### src/rtl/mem_port_arbiter.sv
// mem_port_arbiter
// Shares one cache request/response port between instruction fetch
// (requester 0) and the data stage (requester 1). A round-robin arbiter
// issues requests, a tag FIFO remembers the owner of every in-flight access,
// and responses are routed back to their owner in issue order.
//
// Ports:
//   clk, reset          clock, synchronous active-high reset
//   i_req_*             per-requester request channel (valid/addr/op/wdata)
//   o_req_ready         per-requester accept, only the selected bit can be set
//   o_resp_valid/data   per-requester response valid, shared response data
//   i_resp_ready        per-requester response accept
//   o_mem_*/i_mem_ready request channel to memory
//   i_mem_r*/o_mem_rready response channel from memory
//   o_outstanding       number of in-flight accesses
//   o_err               sticky flag: response received with nothing in flight
module mem_port_arbiter #(
    parameter int ADDR_W = 32,
    parameter int DATA_W = 32,
    parameter int DEPTH  = 4
) (
    input  logic                         clk,
    input  logic                         reset,
    input  logic [1:0]                   i_req_valid,
    output logic [1:0]                   o_req_ready,
    input  logic [ADDR_W-1:0]            i_req_addr0,
    input  logic [ADDR_W-1:0]            i_req_addr1,
    input  logic                         i_req_op0,
    input  logic                         i_req_op1,
    input  logic [DATA_W-1:0]            i_req_wdata0,
    input  logic [DATA_W-1:0]            i_req_wdata1,
    output logic [1:0]                   o_resp_valid,
    input  logic [1:0]                   i_resp_ready,
    output logic [DATA_W-1:0]            o_resp_data,
    output logic                         o_mem_valid,
    input  logic                         i_mem_ready,
    output logic [ADDR_W-1:0]            o_mem_addr,
    output logic                         o_mem_op,
    output logic [DATA_W-1:0]            o_mem_wdata,
    input  logic                         i_mem_rvalid,
    output logic                         o_mem_rready,
    input  logic [DATA_W-1:0]            i_mem_rdata,
    output logic [$clog2(DEPTH+1)-1:0]   o_outstanding,
    output logic                         o_err
);

    localparam int PTR_W = $clog2(DEPTH);
    localparam int CNT_W = $clog2(DEPTH+1);
    localparam logic [CNT_W-1:0] FULL_CNT = CNT_W'(DEPTH);

    logic             r_last;
    logic [DEPTH-1:0] r_tags;
    logic [PTR_W-1:0] r_wr_ptr;
    logic [PTR_W-1:0] r_rd_ptr;
    logic [CNT_W-1:0] r_count;
    logic             r_err;

    logic w_sel;
    logic w_full;
    logic w_empty;
    logic w_head;
    logic w_push;
    logic w_pop;

    // Priority goes to the requester that was not granted last.
    always_comb begin
        w_sel = 1'b0;
        case (i_req_valid)
            2'b01:   w_sel = 1'b0;
            2'b10:   w_sel = 1'b1;
            2'b11:   w_sel = ~r_last;
            default: w_sel = 1'b0;
        endcase
    end

    assign w_full  = (r_count == FULL_CNT);
    assign w_empty = (r_count == '0);
    assign w_head  = r_tags[r_rd_ptr];

    // Full blocks issue even when a pop lands in the same cycle; the slot
    // freed by the pop is only reusable on the following cycle.
    always_comb begin
        o_mem_valid = i_req_valid[w_sel] & ~w_full;
        o_mem_addr  = '0;
        o_mem_op    = 1'b0;
        o_mem_wdata = '0;
        o_req_ready = 2'b00;
        if (o_mem_valid) begin
            o_mem_addr  = w_sel ? i_req_addr1  : i_req_addr0;
            o_mem_op    = w_sel ? i_req_op1    : i_req_op0;
            o_mem_wdata = w_sel ? i_req_wdata1 : i_req_wdata0;
            o_req_ready[w_sel] = i_mem_ready;
        end
    end

    // A response with nothing in flight is never accepted nor routed.
    always_comb begin
        o_resp_valid = 2'b00;
        o_resp_data  = '0;
        o_mem_rready = 1'b0;
        if (!w_empty) begin
            o_resp_valid[w_head] = i_mem_rvalid;
            o_resp_data          = i_mem_rdata;
            o_mem_rready         = i_resp_ready[w_head];
        end
    end

    assign w_push = o_mem_valid & i_mem_ready;
    assign w_pop  = i_mem_rvalid & o_mem_rready;

    always_ff @(posedge clk) begin
        if (reset) begin
            r_last   <= 1'b1;
            r_tags   <= '0;
            r_wr_ptr <= '0;
            r_rd_ptr <= '0;
            r_count  <= '0;
            r_err    <= 1'b0;
        end else begin
            if (w_push) begin
                r_tags[r_wr_ptr] <= w_sel;
                r_wr_ptr         <= r_wr_ptr + 1'b1;
                r_last           <= w_sel;
            end
            if (w_pop) begin
                r_rd_ptr <= r_rd_ptr + 1'b1;
            end
            case ({w_push, w_pop})
                2'b10:   r_count <= r_count + 1'b1;
                2'b01:   r_count <= r_count - 1'b1;
                default: r_count <= r_count;
            endcase
            if (i_mem_rvalid && w_empty) begin
                r_err <= 1'b1;
            end
        end
    end

    assign o_outstanding = r_count;
    assign o_err         = r_err;

endmodule

### config.mk
export PLATFORM = sky130hd
export DESIGN_NAME = mem_port_arbiter
export DESIGN_NICKNAME = d
export VERILOG_FILES = /design/src/rtl/mem_port_arbiter.sv
export SDC_FILE = /design/constraint.sdc
export NUM_CORES = 1
export LEC_CHECK = 0
export ABC_AREA = 1
export CORE_AREA = 2 2 107 109
export CTS_CLUSTER_SIZE = 14
export DETAILED_ROUTE_END_ITERATION = 12
export DIE_AREA = 0 0 109 111
export PLACE_DENSITY = 0.64
export SYNTH_ARGS = -nofsm -noshare
export SYNTH_HDL_FRONTEND = slang
export SYNTH_SLANG_ARGS = --single-unit
### constraint.sdc
create_clock -name clk -period 2.8 [get_ports clk]
set_clock_uncertainty 0.1 [all_clocks]
set_input_delay 0.42 -clock clk [delete_from_list [all_inputs] [get_ports clk]]
set_output_delay 0.42 -clock clk [all_outputs]
set_load 0.02 [all_outputs]
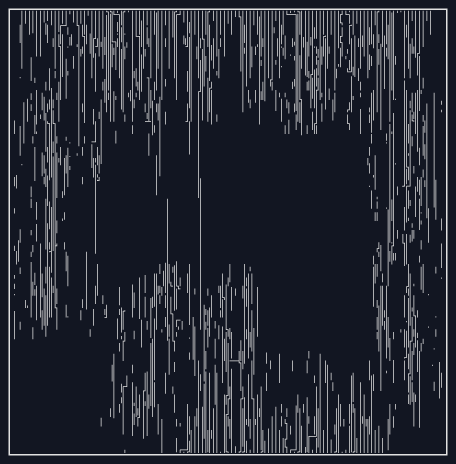
(met2 routing)
Drawn at 4 px/um.
- share of all routed wire: 52%
- main direction: vertical
- wire length on this layer: 5350 um

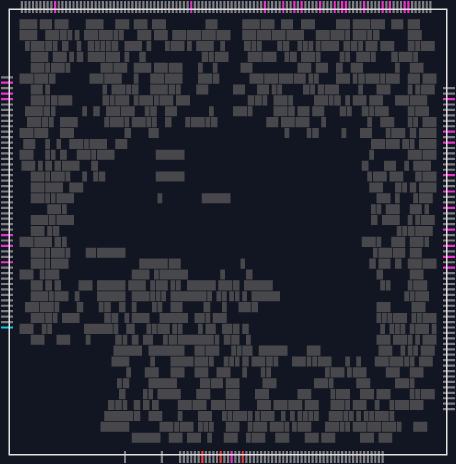
(I/O pins on the die edge)
Drawn at 4 px/um. Pins as bars across the die edge, other pins in grey.
- i_req_addr1: magenta (pins 32; direction input; edge 15 north, 10 east, 6 west, 1 south)
- i_mem_ready: cyan (pins 1; direction input; edge west)
- o_outstanding: red (pins 3; direction output; edge south)
- all pins by edge: 112 north, 60 east, 58 south, 47 west

==> impl_metrics.yaml <==
# flow metrics
outcome:
  status: "complete, no violations"
critical_path:
  cp.required_ns: 2.28
  cp_top_family: "buffers and inverters"
  crit_chain: "clkdlybuf4s50_1 -> buf_4 -> o21ai_4 -> buf_12 -> inv_1 -> clkdlybuf4s50_1"
  crit_type: "in -> out"
  start_kind: "input port"
  slowest_stage: "clkdlybuf4s50_1"
  path_buffers: 5
  cp.arrival_ns: 2.20
  end_kind: "output port"
  crit_path_frequent_cell: "clkdlybuf4s50_1"
  max_stage_delay_ns: 0.54
  cp_max_fo: 52
power:
  power_density_nw_per_um2: 370
  power_mw: 1.87
  ir_drop_mv: 0.245
  p_leak_nw: 2.65
route:
  first_pass_iters: 4
  drcViolationCount: 0
  wire_per_inst_um: 12.9
  wirelength_um: 10300
  vias: 3354
  antenna_left: 0
  routed_via_density: 4.20
  drtIter0Drc: 156
final_layout:
  finalNetCount: 832
  stdcell_count: 798
  n_fill_cell: 1111
  n_antenna_cell: 0
  layout-drive-gt1-share_pct: 5.19
  syn_to_final_growth_pct: 152
logic_synthesis:
  ys_chip_area_sq_um: 2000
  syn_inst: 388
  ys_warn_count: 0
  yosysTopAreaCellShare_pct: 29.3
  synth_flops: 13
  ys_cells: 388
  yosys_most_used_dff: "dfxtp_1"
  synth_top_cell_by_area: "nand2_1"
  syn_avg_cell_area_sq_um: 5.16
  ys_types: 23
  ys_top_cells_by_count: "nand2_1 (156), a21oi_1 (75), inv_1 (46)"
  yosysMostFrequentCell: "nand2_1"
  synth_nets: 564
  top_cells_by_area: "nand2_1 (29%), a21oi_1 (19%), dfxtp_1 (13%)"
  synth_area_sq_um: 2000
  synth_seq_share_pct: 13.0
  edf_count: 0
  async_reset_ff_share_pct: 0
clock_tree:
  cts_made_buffers: 3
  clock-root-buffer: "clkbuf_16"
  cts.sinks: 13
  post-cts-setup-buffers: 0
  tritoncts: "yes"
  clk_pin_slew_ns: 0.05
  clockBufferDepth: 2
  h-tree-depth: 1
  clk_latency_ns: 0.24
floorplanning:
  io_pins: 277
  chip_area_sq_um: 12100
  core_sq_um: 11100
  die_h_um: 111
  fp-utilization_pct: 18.1
  rows: 39
  die_w_um: 109
timing:
  slew_headroom_pct: 73.8
  fmax_mhz: 367
  timing.hold.ws_ns: 0.350
  maxSlewViolCount: 0
  timing.final.crit_share_pct: 97.2
  worst_slack_ns: 0.0777
  rsz0062_at_grt: "no"
  tightestPinTransition_ns: 0.392
  setup_viol_count_final: 0
  hold_viol_final: 0
  tns_ns: 0
  period_minus_slack_ns: 2.72
placed_design:
  portBuffers: 276
  place_inst: 794
  dp_slack_ns: -0.0978
  post-dp-hpwl_um: 8330
  place.gp.congestion: 0.920
grt:
  antenna_found_initial: 0
  grt_pass1_wl_um: 15400
  grt_pass1_vias: 3280
  grt_overflow: 0
  gr-usage-all-layers_pct: 15.5
  grt_max_degree: 59
flow_run:
  maxCapViolations: 0
  warnings: 29
min_path:
  hp-class: "reg -> reg"
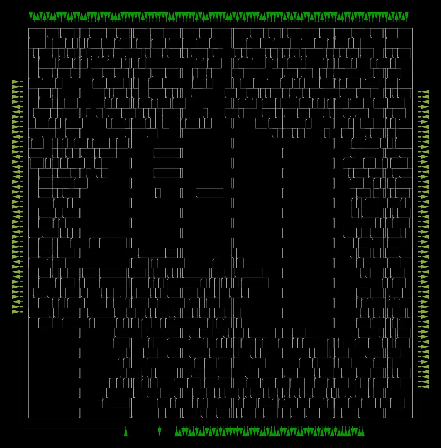
(placed standard cells)
# Taps: 143
post-layout util: 45.6%
Seq area share: 5.15%
flip-flops: 13

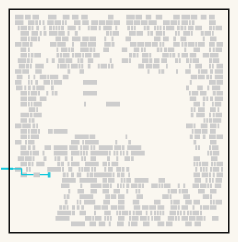
(port wiring)
Drawn at 2 px/um.
- i_mem_ready: cyan (bits 1; direction input; edge west; end cells 1; buffers 1; wire 18.5 um)

==> sequential cells by signal, summed over array words and instances, names as in the netlist <==
register	count
o_outstanding	3
r_last	1
r_rd_ptr	2
r_tags	4
o_err	1
r_wr_ptr	2
==> layer usage <==
metal | up-vias | GRT usage, % | part of all wire, %
li1 | 1724 | - | -
met1 | 1469 | 17.0 | 38
met2 | 149 | 29.3 | 52
met3 | 12 | 4.06 | 9.2
met4 | 0 | 2.91 | 1.2
met5 | - | 0 | 0
==> cell usage in the layout (no fill, tap or decap), drive strengths merged, types with 5 or more instances in the layout <==
cell	netlist	layout
ha	5	5
clkdlybuf4s50	0	211
dlygate4sd2	0	30
inv	51	51
nand3	8	8
nor2	37	37
dfxtp	13	13
a21oi	79	79
dlymetal6s2s	0	35
o21ai	7	7
nand2	158	158
buf	22	12
==> what timing repair did <==
action	in CTS	in global routing
endpoints found under the setup margin	30	35
hold buffers	0	0
hold endpoints to repair	0	0
resized	30	35
==> per-stage QoR <==
stage	utilization (%)	instance area [sq um]
after floorplan	-	2000
after global placement	44.4	4920
after detailed placement	44.4	4920
after CTS	44.8	4960
after global routing	45.6	5050
final	45.6	5050
==> logic make-up (layout without fill, tap and decap cells) <==
family          after synthesis  after routing  synth area share, %
compound gates               86             86                 22.8
simple gates                205            205                 41.6
buf+inv                      77            344                 18.0
xor+xnor                      1              1                0.438
flops                        13             13                 13.0
fa+ha+maj                     6              6                 4.13
==> final timing paths <==
check | from | cells after the start | to | slack (ns)
worst max-delay path | i_req_valid[0] | 6 | o_mem_valid | 0.08
worst min-delay path | o_err$_SDFFE_PP0P_ | 2 | o_err$_SDFFE_PP0P_ | 0.35
worst max register to register | r_rd_ptr[0]$_SDFFE_PP0P_ | 13 | o_outstanding[2]$_SDFFE_PP0P_ | 0.50
worst min register to register | o_err$_SDFFE_PP0P_ | 2 | o_err$_SDFFE_PP0P_ | 0.35
==> area by class of cell <==
class | count | area [sq um] | area share (%)
multi-input combinational | 298 | 1380 | 27.4
tap | 143 | 179 | 3.54
timing repair buffer | 288 | 2950 | 58.5
clock buffer | 4 | 78.8 | 1.56
sequential | 13 | 260 | 5.15
inverter | 52 | 196 | 3.89
==> where the power goes <==
group | internal, mW | switching, mW
logic | 0.675 | 0.702
clock network | 0.192 | 0.0755
registers | 0.204 | 0.0217
total | 1.07 | 0.799
==> worst reg2reg max path, cell delays in order (launching register included) <==
cell and delay (ns):
dfxtp_1 0.42, inv_2 0.07, nand2_1 0.07, nand3_2 0.10, nand3b_1 0.11, nand3_1 0.14, inv_1 0.11, ha_1 0.14
inv_1 0.07, fa_1 0.38, a21oi_1 0.15, o21ai_0 0.11, o21ai_0 0.16, a21oi_1 0.05
No activity file was given, so power comes from the tool's default toggle rates.
